### config.mk
export PLATFORM = sky130hd
export DESIGN_NAME = hyperbus_arb_flat
export DESIGN_NICKNAME = d
export VERILOG_FILES = /design/src/rtl/hyperbus_arb_pkg.sv /design/src/rtl/hyperbus_arb_if.sv /design/src/rtl/hyperbus_rr_pick.sv /design/src/rtl/hyperbus_arb.sv /design/src/flat_wrapper.sv
export SDC_FILE = /design/constraint.sdc
export NUM_CORES = 1
export LEC_CHECK = 0
export CAP_MARGIN = 20
export CELL_PAD_IN_SITES_DETAIL_PLACEMENT = 2
export CELL_PAD_IN_SITES_GLOBAL_PLACEMENT = 2
export CORE_UTILIZATION = 12
export DETAILED_ROUTE_END_ITERATION = 8
export GPL_ROUTABILITY_DRIVEN = 0
export GPL_TIMING_DRIVEN = 0
export PLACE_DENSITY_LB_ADDON = 0.12
export SKIP_LAST_GASP = 1
export SYNTH_ARGS = -nofsm -noshare
export SYNTH_HDL_FRONTEND = slang
export SYNTH_SLANG_ARGS = --single-unit
### constraint.sdc
create_clock -name hbus_clk -period 1.8 [get_ports hbus_clk]
set_input_delay 0.18 -clock hbus_clk [delete_from_list [all_inputs] [get_ports hbus_clk]]
set_output_delay 0.18 -clock hbus_clk [all_outputs]
set_load 0.01 [all_outputs]
### src/rtl/hyperbus_arb_pkg.sv
// -----------------------------------------------------------------------------
// hyperbus_arb_pkg
//   Shared definitions for the Hyperbus requester arbiter: FSM state encoding
//   (one-hot, 3 bits) and width helpers used by the arbiter, its interface
//   and the round-robin picker.
// -----------------------------------------------------------------------------
package hyperbus_arb_pkg;

    // One-hot arbiter states
    typedef enum logic [2:0] {
        ST_IDLE  = 3'b001,   // no grant
        ST_GRANT = 3'b010,   // one requester owns the bus
        ST_DRAIN = 3'b100    // released, waiting for the controller to go idle
    } hbus_arb_state_e;

    // Byte-mask width for a given data width
    function automatic int unsigned hbus_mask_bits(input int unsigned data_width);
        return data_width / 8;
    endfunction

    // Width of a requester index; at least one bit
    function automatic int unsigned hbus_idx_width(input int unsigned nreq);
        return (nreq > 1) ? $clog2(nreq) : 1;
    endfunction

endpackage

### src/rtl/hyperbus_arb_if.sv
// -----------------------------------------------------------------------------
// hyperbus_arb_if
//   Bundles the requester-side and controller-side signals of the Hyperbus
//   arbiter. Requester buses are packed; requester i occupies slice i.
//
//   Requester side : req_rrq, req_wrq, req_adr, req_dat, req_mask (to arbiter)
//                    req_ready, req_valid, req_dat_o              (from arbiter)
//   Status         : grant (one-hot), hold_err (watchdog pulse)
//   Controller side: hbus_adr_o, hbus_dat_o, hbus_mask_o, hbus_rrq, hbus_wrq
//                    (from arbiter); hbus_dat_i, hbus_ready, hbus_valid,
//                    hbus_busy (to arbiter)
//
//   modport slave : the arbiter itself
//   modport master: the surrounding environment (clients + controller)
// -----------------------------------------------------------------------------
interface hyperbus_arb_if
    import hyperbus_arb_pkg::*;
#(
    parameter int unsigned NREQ            = 4,
    parameter int unsigned HBUS_ADDR_WIDTH = 32,
    parameter int unsigned HBUS_DATA_WIDTH = 16
);
    localparam int unsigned MB = hbus_mask_bits(HBUS_DATA_WIDTH);

    // requester side
    logic [NREQ-1:0]                 req_rrq;
    logic [NREQ-1:0]                 req_wrq;
    logic [NREQ*HBUS_ADDR_WIDTH-1:0] req_adr;
    logic [NREQ*HBUS_DATA_WIDTH-1:0] req_dat;
    logic [NREQ*MB-1:0]              req_mask;
    logic [NREQ-1:0]                 req_ready;
    logic [NREQ-1:0]                 req_valid;
    logic [HBUS_DATA_WIDTH-1:0]      req_dat_o;

    // status
    logic [NREQ-1:0]                 grant;
    logic [NREQ-1:0]                 hold_err;

    // controller side
    logic [HBUS_ADDR_WIDTH-1:0]      hbus_adr_o;
    logic [HBUS_DATA_WIDTH-1:0]      hbus_dat_o;
    logic [MB-1:0]                   hbus_mask_o;
    logic                            hbus_rrq;
    logic                            hbus_wrq;
    logic [HBUS_DATA_WIDTH-1:0]      hbus_dat_i;
    logic                            hbus_ready;
    logic                            hbus_valid;
    logic                            hbus_busy;

    modport slave (
        input  req_rrq, req_wrq, req_adr, req_dat, req_mask,
        output req_ready, req_valid, req_dat_o,
        output grant, hold_err,
        output hbus_adr_o, hbus_dat_o, hbus_mask_o, hbus_rrq, hbus_wrq,
        input  hbus_dat_i, hbus_ready, hbus_valid, hbus_busy
    );

    modport master (
        output req_rrq, req_wrq, req_adr, req_dat, req_mask,
        input  req_ready, req_valid, req_dat_o,
        input  grant, hold_err,
        input  hbus_adr_o, hbus_dat_o, hbus_mask_o, hbus_rrq, hbus_wrq,
        output hbus_dat_i, hbus_ready, hbus_valid, hbus_busy
    );

endinterface

### src/rtl/hyperbus_rr_pick.sv
// -----------------------------------------------------------------------------
// hyperbus_rr_pick
//   Combinational round-robin picker: selects the first requesting index at
//   or after ptr, wrapping past NREQ-1 back to 0.
//
//   req : request vector, one bit per requester
//   ptr : index with highest priority this round
//   gnt : one-hot winner (zero when no request)
//   idx : binary index of the winner (zero when no request)
//   any : at least one request present
// -----------------------------------------------------------------------------
module hyperbus_rr_pick
    import hyperbus_arb_pkg::*;
#(
    parameter int unsigned NREQ = 4,
    localparam int unsigned IW  = hbus_idx_width(NREQ)
) (
    input  logic [NREQ-1:0] req,
    input  logic [IW-1:0]   ptr,
    output logic [NREQ-1:0] gnt,
    output logic [IW-1:0]   idx,
    output logic            any
);

    logic [2*NREQ-1:0] dbl;
    logic [2*NREQ-1:0] msk;
    logic              found;

    // Doubling the request vector and masking bits below ptr in the lower
    // copy turns the wrap-around search into a plain lowest-bit-first search:
    // requests at/after ptr come from the lower copy, wrapped ones from the
    // upper copy.
    always_comb begin
        dbl = {req, req};
        msk = '0;
        for (int unsigned i = 0; i < 2*NREQ; i++) begin
            msk[i] = dbl[i] & ((i >= NREQ) || (i >= 32'(ptr)));
        end
    end

    always_comb begin
        gnt   = '0;
        idx   = '0;
        found = 1'b0;
        for (int unsigned i = 0; i < 2*NREQ; i++) begin
            if (!found && msk[i]) begin
                found           = 1'b1;
                gnt[i % NREQ]   = 1'b1;
                idx             = IW'(i % NREQ);
            end
        end
    end

    assign any = |req;

endmodule

### src/rtl/hyperbus_arb.sv
// -----------------------------------------------------------------------------
// hyperbus_arb
//   Round-robin arbiter sharing one Hyperbus native memory interface between
//   NREQ requesters, all in the Hyperbus clock domain. One requester is
//   granted per transaction; its request, address, data and mask are
//   forwarded to the controller and the controller's ready/valid strobes are
//   routed back only to it. A hold watchdog revokes a requester that keeps
//   the bus for HOLD_MAX grant cycles.
//
//   hbus_clk   : sole clock
//   hbus_rst_n : asynchronous reset, active low
//   bus        : hyperbus_arb_if.slave -- requester buses, grant/hold_err
//                status and controller request/response signals
// -----------------------------------------------------------------------------
module hyperbus_arb
    import hyperbus_arb_pkg::*;
#(
    parameter int unsigned NREQ            = 4,
    parameter int unsigned HBUS_ADDR_WIDTH = 32,
    parameter int unsigned HBUS_DATA_WIDTH = 16,
    parameter int unsigned HOLD_MAX        = 1024
) (
    input  logic          hbus_clk,
    input  logic          hbus_rst_n,
    hyperbus_arb_if.slave bus
);

    localparam int unsigned MB = hbus_mask_bits(HBUS_DATA_WIDTH);
    localparam int unsigned IW = hbus_idx_width(NREQ);
    localparam int unsigned HW = $clog2(HOLD_MAX);
    localparam logic [HW-1:0] HOLD_LAST = HW'(HOLD_MAX - 1);
    localparam logic [IW-1:0] IDX_LAST  = IW'(NREQ - 1);

    // ---------------------------------------------------------------- state
    hbus_arb_state_e  state_q;
    logic [IW-1:0]    ptr_q;
    logic [IW-1:0]    owner_q;
    logic [NREQ-1:0]  grant_q;
    logic [HW-1:0]    hold_q;

    // ---------------------------------------------------------------- picker
    logic [NREQ-1:0]  req_any;
    logic [NREQ-1:0]  pick_gnt;
    logic [IW-1:0]    pick_idx;
    logic             pick_any;

    assign req_any = bus.req_rrq | bus.req_wrq;

    hyperbus_rr_pick #(
        .NREQ (NREQ)
    ) u_pick (
        .req (req_any),
        .ptr (ptr_q),
        .gnt (pick_gnt),
        .idx (pick_idx),
        .any (pick_any)
    );

    // ---------------------------------------------------------------- owner slice select
    logic                       own_rrq;
    logic                       own_wrq;
    logic [HBUS_ADDR_WIDTH-1:0] own_adr;
    logic [HBUS_DATA_WIDTH-1:0] own_dat;
    logic [MB-1:0]              own_mask;
    logic [NREQ-1:0]            owner_oh;

    always_comb begin
        own_rrq  = 1'b0;
        own_wrq  = 1'b0;
        own_adr  = '0;
        own_dat  = '0;
        own_mask = '0;
        owner_oh = '0;
        for (int unsigned i = 0; i < NREQ; i++) begin
            if (owner_q == IW'(i)) begin
                owner_oh[i] = 1'b1;
                own_rrq     = bus.req_rrq[i];
                own_wrq     = bus.req_wrq[i];
                own_adr     = bus.req_adr[i*HBUS_ADDR_WIDTH +: HBUS_ADDR_WIDTH];
                own_dat     = bus.req_dat[i*HBUS_DATA_WIDTH +: HBUS_DATA_WIDTH];
                own_mask    = bus.req_mask[i*MB +: MB];
            end
        end
    end

    // ---------------------------------------------------------------- control
    logic          in_grant;
    logic          routed;
    logic          wd_fire;
    logic          own_release;
    logic [IW-1:0] ptr_next;

    assign in_grant    = (state_q == ST_GRANT);
    assign routed      = (state_q == ST_GRANT) || (state_q == ST_DRAIN);
    // Watchdog fires in the last allowed grant cycle, so the forwarded request
    // drops in the same cycle that hold_err pulses.
    assign wd_fire     = in_grant && (hold_q == HOLD_LAST);
    assign own_release = !(own_rrq || own_wrq);
    assign ptr_next    = (owner_q == IDX_LAST) ? '0 : owner_q + 1'b1;

    always_ff @(posedge hbus_clk or negedge hbus_rst_n) begin
        if (!hbus_rst_n) begin
            state_q <= ST_IDLE;
            ptr_q   <= '0;
            owner_q <= '0;
            grant_q <= '0;
            hold_q  <= '0;
        end else begin
            unique case (state_q)
                ST_IDLE: begin
                    if (pick_any && !bus.hbus_busy) begin
                        state_q <= ST_GRANT;
                        grant_q <= pick_gnt;
                        owner_q <= pick_idx;
                        hold_q  <= '0;
                    end
                end
                ST_GRANT: begin
                    if (own_release || wd_fire) begin
                        state_q <= ST_DRAIN;
                    end
                    if (hold_q != HOLD_LAST) begin
                        hold_q <= hold_q + 1'b1;
                    end
                end
                ST_DRAIN: begin
                    if (!bus.hbus_busy) begin
                        state_q <= ST_IDLE;
                        grant_q <= '0;
                        ptr_q   <= ptr_next;
                    end
                end
                default: begin
                    state_q <= ST_IDLE;
                    grant_q <= '0;
                end
            endcase
        end
    end

    // ---------------------------------------------------------------- forwarding
    logic fwd_en;

    assign fwd_en = in_grant && !wd_fire;

    assign bus.grant       = grant_q;
    assign bus.hold_err    = wd_fire ? owner_oh : '0;

    // read wins when a requester raises both request bits
    assign bus.hbus_rrq    = fwd_en && own_rrq;
    assign bus.hbus_wrq    = fwd_en && own_wrq && !own_rrq;
    assign bus.hbus_adr_o  = in_grant ? own_adr  : '0;
    assign bus.hbus_dat_o  = in_grant ? own_dat  : '0;
    assign bus.hbus_mask_o = in_grant ? own_mask : '0;

    // strobes keep routing through DRAIN so trailing beats reach the owner
    assign bus.req_ready   = (routed && bus.hbus_ready) ? owner_oh : '0;
    assign bus.req_valid   = (routed && bus.hbus_valid) ? owner_oh : '0;
    assign bus.req_dat_o   = bus.hbus_dat_i;

endmodule

### src/flat_wrapper.sv
// flat-port wrapper written by rule: the top's interface ports become plain ports
module hyperbus_arb_flat import hyperbus_arb_pkg::*;
#(
    parameter int unsigned NREQ            = 4,
    parameter int unsigned HBUS_ADDR_WIDTH = 32,
    parameter int unsigned HBUS_DATA_WIDTH = 16,
    parameter int unsigned HOLD_MAX        = 1024
)
  (hbus_clk, hbus_rst_n, bus_req_rrq, bus_req_wrq, bus_req_adr, bus_req_dat, bus_req_mask, bus_req_ready, bus_req_valid, bus_req_dat_o, bus_grant, bus_hold_err, bus_hbus_adr_o, bus_hbus_dat_o, bus_hbus_mask_o, bus_hbus_rrq, bus_hbus_wrq, bus_hbus_dat_i, bus_hbus_ready, bus_hbus_valid, bus_hbus_busy);
  hyperbus_arb_if #(.NREQ(NREQ), .HBUS_ADDR_WIDTH(HBUS_ADDR_WIDTH), .HBUS_DATA_WIDTH(HBUS_DATA_WIDTH)) bus_i ();
  input  logic hbus_clk;
  input  logic hbus_rst_n;
  input wire logic [$bits(bus_i.req_rrq)-1:0] bus_req_rrq;
  input wire logic [$bits(bus_i.req_wrq)-1:0] bus_req_wrq;
  input wire logic [$bits(bus_i.req_adr)-1:0] bus_req_adr;
  input wire logic [$bits(bus_i.req_dat)-1:0] bus_req_dat;
  input wire logic [$bits(bus_i.req_mask)-1:0] bus_req_mask;
  output wire logic [$bits(bus_i.req_ready)-1:0] bus_req_ready;
  output wire logic [$bits(bus_i.req_valid)-1:0] bus_req_valid;
  output wire logic [$bits(bus_i.req_dat_o)-1:0] bus_req_dat_o;
  output wire logic [$bits(bus_i.grant)-1:0] bus_grant;
  output wire logic [$bits(bus_i.hold_err)-1:0] bus_hold_err;
  output wire logic [$bits(bus_i.hbus_adr_o)-1:0] bus_hbus_adr_o;
  output wire logic [$bits(bus_i.hbus_dat_o)-1:0] bus_hbus_dat_o;
  output wire logic [$bits(bus_i.hbus_mask_o)-1:0] bus_hbus_mask_o;
  output wire logic [$bits(bus_i.hbus_rrq)-1:0] bus_hbus_rrq;
  output wire logic [$bits(bus_i.hbus_wrq)-1:0] bus_hbus_wrq;
  input wire logic [$bits(bus_i.hbus_dat_i)-1:0] bus_hbus_dat_i;
  input wire logic [$bits(bus_i.hbus_ready)-1:0] bus_hbus_ready;
  input wire logic [$bits(bus_i.hbus_valid)-1:0] bus_hbus_valid;
  input wire logic [$bits(bus_i.hbus_busy)-1:0] bus_hbus_busy;
  assign bus_i.req_rrq = bus_req_rrq;
  assign bus_i.req_wrq = bus_req_wrq;
  assign bus_i.req_adr = bus_req_adr;
  assign bus_i.req_dat = bus_req_dat;
  assign bus_i.req_mask = bus_req_mask;
  assign bus_req_ready = bus_i.req_ready;
  assign bus_req_valid = bus_i.req_valid;
  assign bus_req_dat_o = bus_i.req_dat_o;
  assign bus_grant = bus_i.grant;
  assign bus_hold_err = bus_i.hold_err;
  assign bus_hbus_adr_o = bus_i.hbus_adr_o;
  assign bus_hbus_dat_o = bus_i.hbus_dat_o;
  assign bus_hbus_mask_o = bus_i.hbus_mask_o;
  assign bus_hbus_rrq = bus_i.hbus_rrq;
  assign bus_hbus_wrq = bus_i.hbus_wrq;
  assign bus_i.hbus_dat_i = bus_hbus_dat_i;
  assign bus_i.hbus_ready = bus_hbus_ready;
  assign bus_i.hbus_valid = bus_hbus_valid;
  assign bus_i.hbus_busy = bus_hbus_busy;
  hyperbus_arb #(.NREQ(NREQ), .HBUS_ADDR_WIDTH(HBUS_ADDR_WIDTH), .HBUS_DATA_WIDTH(HBUS_DATA_WIDTH), .HOLD_MAX(HOLD_MAX)) u_core (.hbus_clk(hbus_clk), .hbus_rst_n(hbus_rst_n), .bus(bus_i));
endmodule
Figure 1. Selected gate families (run 1).
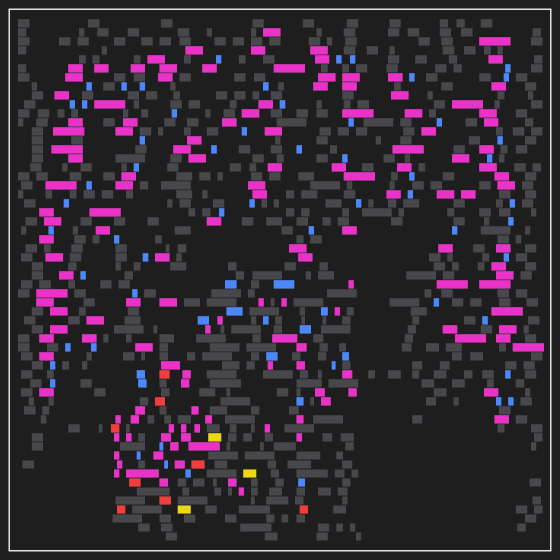
Key: NAND gates = blue [cells 68, most used nand3_1]; AND-OR and OR-AND gates = red [cells 8, where south-west]; inverting AOI/OAI gates = magenta [cells 143, most used o31ai_2, where widely spread]; multiplexers = yellow [cells 3, most used mux2_2]
Cell Count, Final, Fillers Out: 1092
logic share of the area: 0.403
Commonest Layout Cell: clkdlybuf4s50_1

Figure 2. Clock wiring as the flow saved it (run 1).
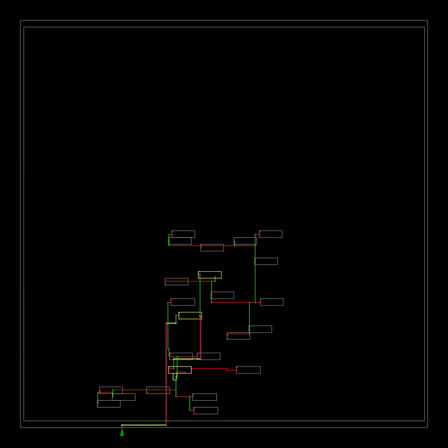
Clock Latency Late Sink: 0.26 ns
Setup Skew: 0.00665 ns
CTS buffer count: 3

Figure 3. Clock wires, drivers and flops (run 1).
The bar under the picture is 50 microns long.
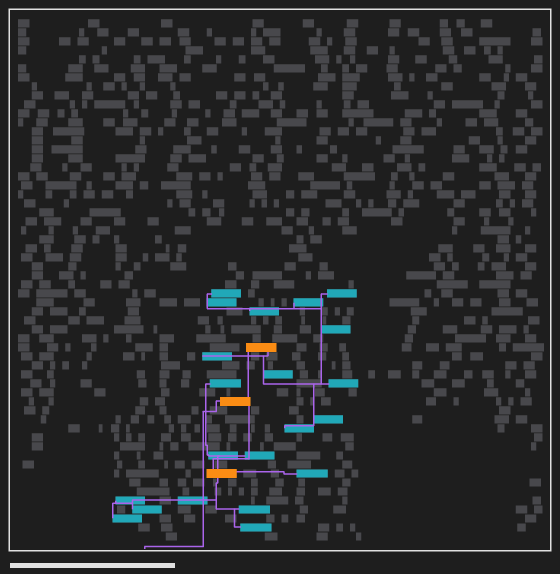
Key: clock wires = purple [length 390 microns]; flip-flops = cyan [count 21]; cells driving clock nets = orange [count 3]
There are 4 routed clock nets.
clock share of power: 0.057
power in the clock group: 0.493 mW

==> CHANGELOG.md, run 1 <==
### Implementation results

- Status: complete, but fails checks
- Failing checks: setup timing
- Hold Fails Final Rpt: 0
- Average wire per standard cell: 21.0 microns
- PnR worst setup slack: -0.364 ns
- Critical Path Sink: bus_hbus_dat_o[0]
- Worst endpoint data arrival time: 1.98 ns
- Top Layout Cells: 232 x clkdlybuf4s50_1, 55 x buf_2, 53 x nor2b_1
- Cells after synthesis: 422
- Cell-internal power: 4.75 mW
- # setup viols final: 69
- Met2 wire length: 12.2 mm
- Clock-pin slew of the registers on the worst-case setup and hold paths: 0.06 ns
- Pwr Density: 1060 mW/mm^2
- Reg-to-reg endpoint: u_core.bus.grant[3]
- H-tree Lvls: 1
- Met2 usage: 0.317
- Multi-In Gates: 335
- # IOs: 313
- R2R Setup Slk: -0.11 ns
- Max-cap viol count: 0
## run 1: synthesized netlist by cell type (all sizes together) (4+ instances only)
cell	instances	share of area
nor2b	56	0.11
ha	5	0.020
or2	4	0.0080
buf	17	0.041
nor3b	7	0.018
o21ai	11	0.018
inv	5	0.0060
dfrtp	20	0.16
a21oi	12	0.019
o31ai	52	0.13
nand3	57	0.092
a221oi	50	0.14
nor2	14	0.017
nand2	6	0.0072
and2	14	0.028
clkbuf	44	0.053
## run 1: kinds of logic after synthesis
logic type                 Yosys count  synth area share
xor gates and xnor gates             2           0.00562
AOI/OAI and AO/OA                  151             0.376
and+or+nand+nor                    174             0.318
adders and majority gates            5            0.0201
DFF                                 21             0.169
buffers and inverters               66             0.100
muxes                                3            0.0108
==> run 2: changes to the inputs <==
--- a/config.mk
+++ b/config.mk
@@ -9,6 +9,7 @@
 export CELL_PAD_IN_SITES_DETAIL_PLACEMENT = 2
 export CELL_PAD_IN_SITES_GLOBAL_PLACEMENT = 2
 export CORE_UTILIZATION = 12
+export CTS_CLUSTER_SIZE = 28
 export DETAILED_ROUTE_END_ITERATION = 8
 export GPL_ROUTABILITY_DRIVEN = 0
 export GPL_TIMING_DRIVEN = 0
Figure 4. Clock wires, drivers and flops (run 2).
The bar under the picture is 50 microns long.
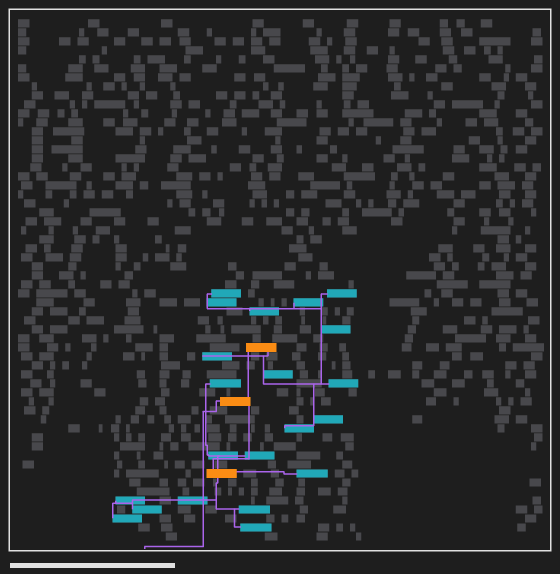
Key: clock wires = purple [length 390 microns]; flip-flops = cyan [count 21]; cells driving clock nets = orange [count 3]
There are 4 routed clock nets.

Figure 5. Selected gate families (run 2).
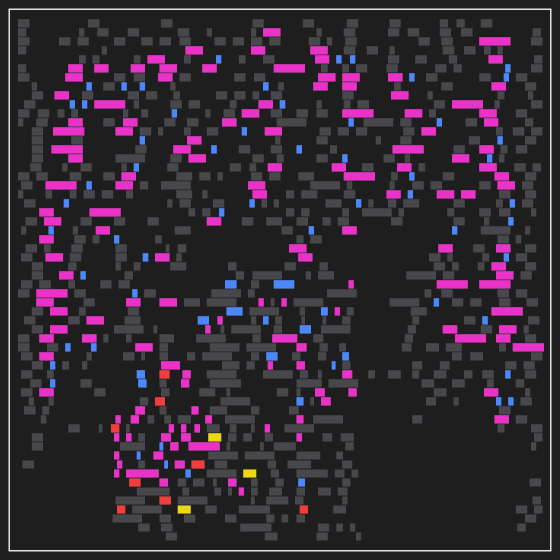
Key: AND-OR and OR-AND gates = red [cells 8, where south-west]; inverting AOI/OAI gates = magenta [cells 143, most used o31ai_2, where widely spread]; NAND gates = blue [cells 68, most used nand3_1]; multiplexers = yellow [cells 3, most used mux2_2]

==> run 2 against run 1 <==
  * The run still ends with setup timing left
  * Worst setup slack did not move
  * Synthesized cell count is the same
  * Critical path type unchanged
  * Maximum frequency stayed put
  * Total power unchanged
  * Critical endpoint unchanged
==> CHANGELOG.md, run 2 <==
### Implementation results

- Simple Share, Synth: 0.318
- Post-synth top area cell: dfrtp_1
- Clock Latency Late Sink: 0.26 ns
- Max-cap viol count: 0
- Mux area share: 0.0108
- Failing checks: setup timing
- # setup viols final: 69
- Average wire per standard cell: 21.0 microns
- Cell Count, Final, Fillers Out: 1092
- Logic share of the area: 0.403
- Hold Fails Final Rpt: 0
- Top-count cell post-synth: nand3_1
- Setup Skew: 0.00665 ns
- Max-area cell share: 0.161
- Main logic family: AND-OR/OR-AND gates
- List of most frequent post-synthesis cells: 57 x nand3_1, 56 x nor2b_1, 51 x o31ai_1, 50 x a221oi_1, 44 x clkbuf_1
- Commonest Layout Cell: clkdlybuf4s50_1
- PnR worst setup slack: -0.364 ns
- Multi-In Gates: 335
- Xor/xnor share: 0.00562
- CTS buffer count: 3
- Status: complete, but fails checks
- AND-OR/OR-AND Cells, Area Fraction: 0.376
Figure 6. Register map, names as in the netlist (run 2).
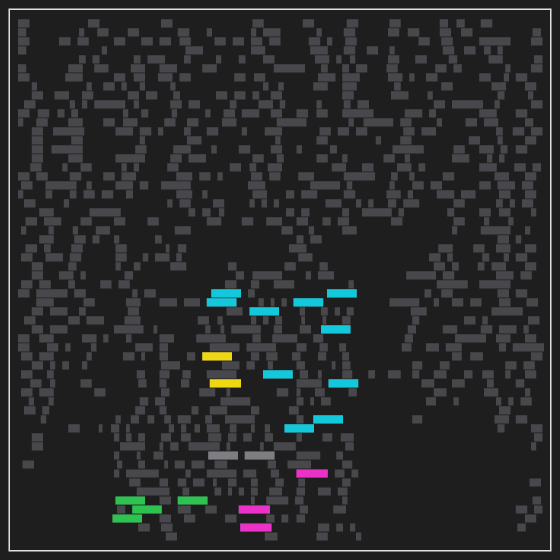
Key: `u_core.owner_q` = yellow [placed flops 2]; `u_core.bus.grant` = green [placed flops 4, where south-west]; `u_core.hold_q` = cyan [placed flops 10, where center]; `u_core.state_q` = magenta [placed flops 3]
Core Util, Final: 0.321
Sequential Area: 531 sq um
sequential share of cell area: 0.0653
Seq. pwr: 0.724 mW

run 2: critical path: stages (launching register included):
cell and delay, ns:
dfrtp_1 0.41, inv_2 0.11, ha_2 0.27, nor2b_4 0.08
clkbuf_16 0.18, clkbuf_16 0.17, a221oi_2 0.27, o31ai_2 0.08
buf_4 0.15
run 2: layer usage:
| metal | global-route usage | routed length [microns] | up-vias |
|---|---|---|---|
| met4 | 0.0255 | 251 | 0 |
| li1 | - | - | 2320 |
| met3 | 0.0343 | 1630 | 14 |
| met5 | 0 | 0 | - |
| met1 | 0.185 | 8870 | 2451 |
| met2 | 0.317 | 12200 | 197 |
run 2: what timing repair did:
action	4_1_cts	5_1_grt
endpoints found under the setup margin	83	75
buffers inserted	28	9
resized	465	28
cloned	7	0
pin swaps	104	6
==> run 3: changes to the inputs <==
--- a/config.mk
+++ b/config.mk
@@ -5,7 +5,7 @@
 export SDC_FILE = /design/constraint.sdc
 export NUM_CORES = 1
 export LEC_CHECK = 0
-export CAP_MARGIN = 20
+export CAP_MARGIN = 40
 export CELL_PAD_IN_SITES_DETAIL_PLACEMENT = 2
 export CELL_PAD_IN_SITES_GLOBAL_PLACEMENT = 2
 export CORE_UTILIZATION = 12
Figure 7. Selected gate families (run 3).
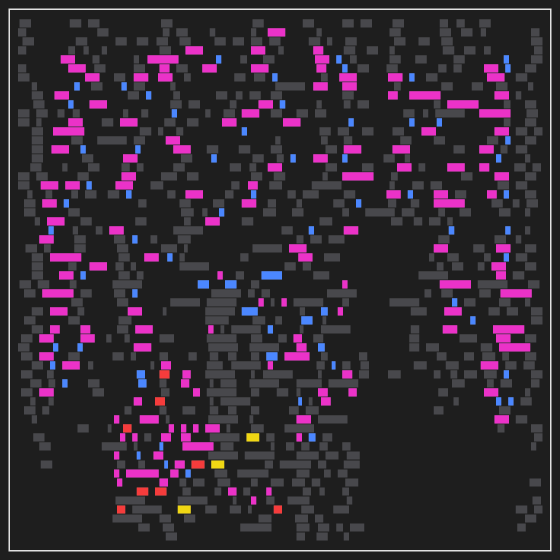
Key: NAND gates = blue [cells 68, most used nand3_1]; AND-OR and OR-AND gates = red [cells 8, where south-west]; inverting AOI/OAI gates = magenta [cells 143, most used o31ai_2, where widely spread]; multiplexers = yellow [cells 3, most used mux2_2]
logic share of the area: 0.394
Cell Count, Final, Fillers Out: 1099

Figure 8. Clock wiring as the flow saved it (run 3).
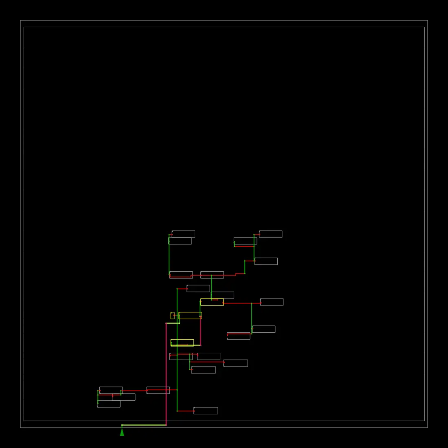
Clock Latency Late Sink: 0.25 ns
flip-flops: 21
power in the clock group: 0.487 mW
# clk buffers: 4
CTS sink count: 21

==> run 3 against run 2 <==
  * Synthesized cell count did not move
  * Critical endpoint is now bus_hbus_adr_o[11]
  * Global-route usage up 0.085 points
  * Critical path type unchanged
  * Highest routed layer unchanged
  * Total power barely moved
  * First-iteration DRC count shrank 3.6%
  * Largest cell class unchanged
  * The run still ends with setup timing left
  * Area after synthesis did not move
  * Sequential cell count is the same
  * Die size did not move
  * Critical path depth stayed put
  * Cell count rose by 0.64%
==> CHANGELOG.md, run 3 <==
### Implementation results

- Average wire per standard cell: 21.2 microns
- Max-cap viol count: 0
- Main logic family: AND-OR/OR-AND gates
- Simple Share, Synth: 0.318
- Seq. pwr: 0.699 mW
- Status: complete, but fails checks
- Core Util, Final: 0.322
- Met1 Use GR: 0.186
- CTS buffer count: 3
- AND-OR/OR-AND Cells, Area Fraction: 0.376
- Mux area share: 0.0108
- Routed length on met1: 8.95 mm
- Xor/xnor share: 0.00562
- Reg-to-reg endpoint: u_core.bus.grant[3]
- Commonest Layout Cell: clkdlybuf4s50_1
- H-tree Lvls: 1
- Failing checks: setup timing
- # setup viols final: 75
- Post-synth top area cell: dfrtp_1
- Pwr Density: 1060 mW/mm^2
- Sum of buffers and inverters on the critical path: 4
- Grt peak-use layer: met2
- Adder share: 0.0201
- PnR worst setup slack: -0.372 ns
- Met3 wire len: 1.69 mm
- Critical Path Sink: bus_hbus_adr_o[11]
- Worst endpoint data arrival time: 1.99 ns
- Cell area leaders: dfrtp_1 16%, a221oi_1 14%, o31ai_1 12%, nor2b_1 11%, nand3_1 9.2%
- Top-count cell post-synth: nand3_1
- Crit path cell chain: buf_6, ha_4, nor2b_4, clkbuf_16, clkbuf_16, a221oi_4, o31ai_2, buf_2
- Worst path depth: 8
Figure 9. Clock wires, drivers and flops (run 3).
The bar under the picture is 50 microns long.
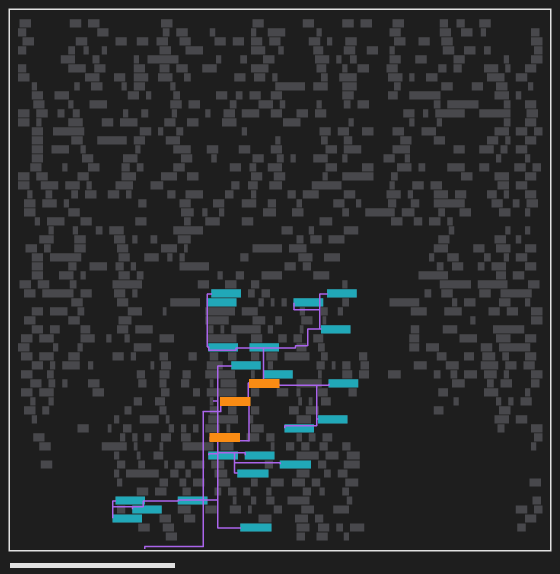
Key: clock wires = purple [length 372 microns]; flip-flops = cyan [count 21]; cells driving clock nets = orange [count 3]
There are 4 routed clock nets.
clock share of power: 0.056
Setup Skew: 0.00211 ns

==> run 3: cell counts after synthesis <==
No cell type changed its count.
==> run 3: area by class of cell <==
class                           count  area share
Sequential cell                    21      0.0649
Buffer                             59      0.0823
Clock buffer                        4     0.00967
Timing Repair Buffer              344       0.395
Inverter                            5     0.00230
Tap cell                          330      0.0506
Antenna cell                        1    0.000307
Multi-Input combinational cell    335       0.394
==> run 3: per-stage QoR <==
step | hold WS [ns] | total power, mW | setup slack, ns | TNS, ns
after floorplan | -0.116 | 3.33 | -0.0199 | -0.796
after global placement | 0.463 | 5.29 | -1.28 | -75.41
after detailed placement | 0.470 | 5.38 | -1.31 | -77.35
after CTS | 0.354 | 8.41 | -0.400 | -20.66
after global routing | 0.368 | 9.19 | -0.490 | -23.39
final | 0.335 | 8.64 | -0.372 | -17.51
Power is estimated from default activity; no workload was simulated.
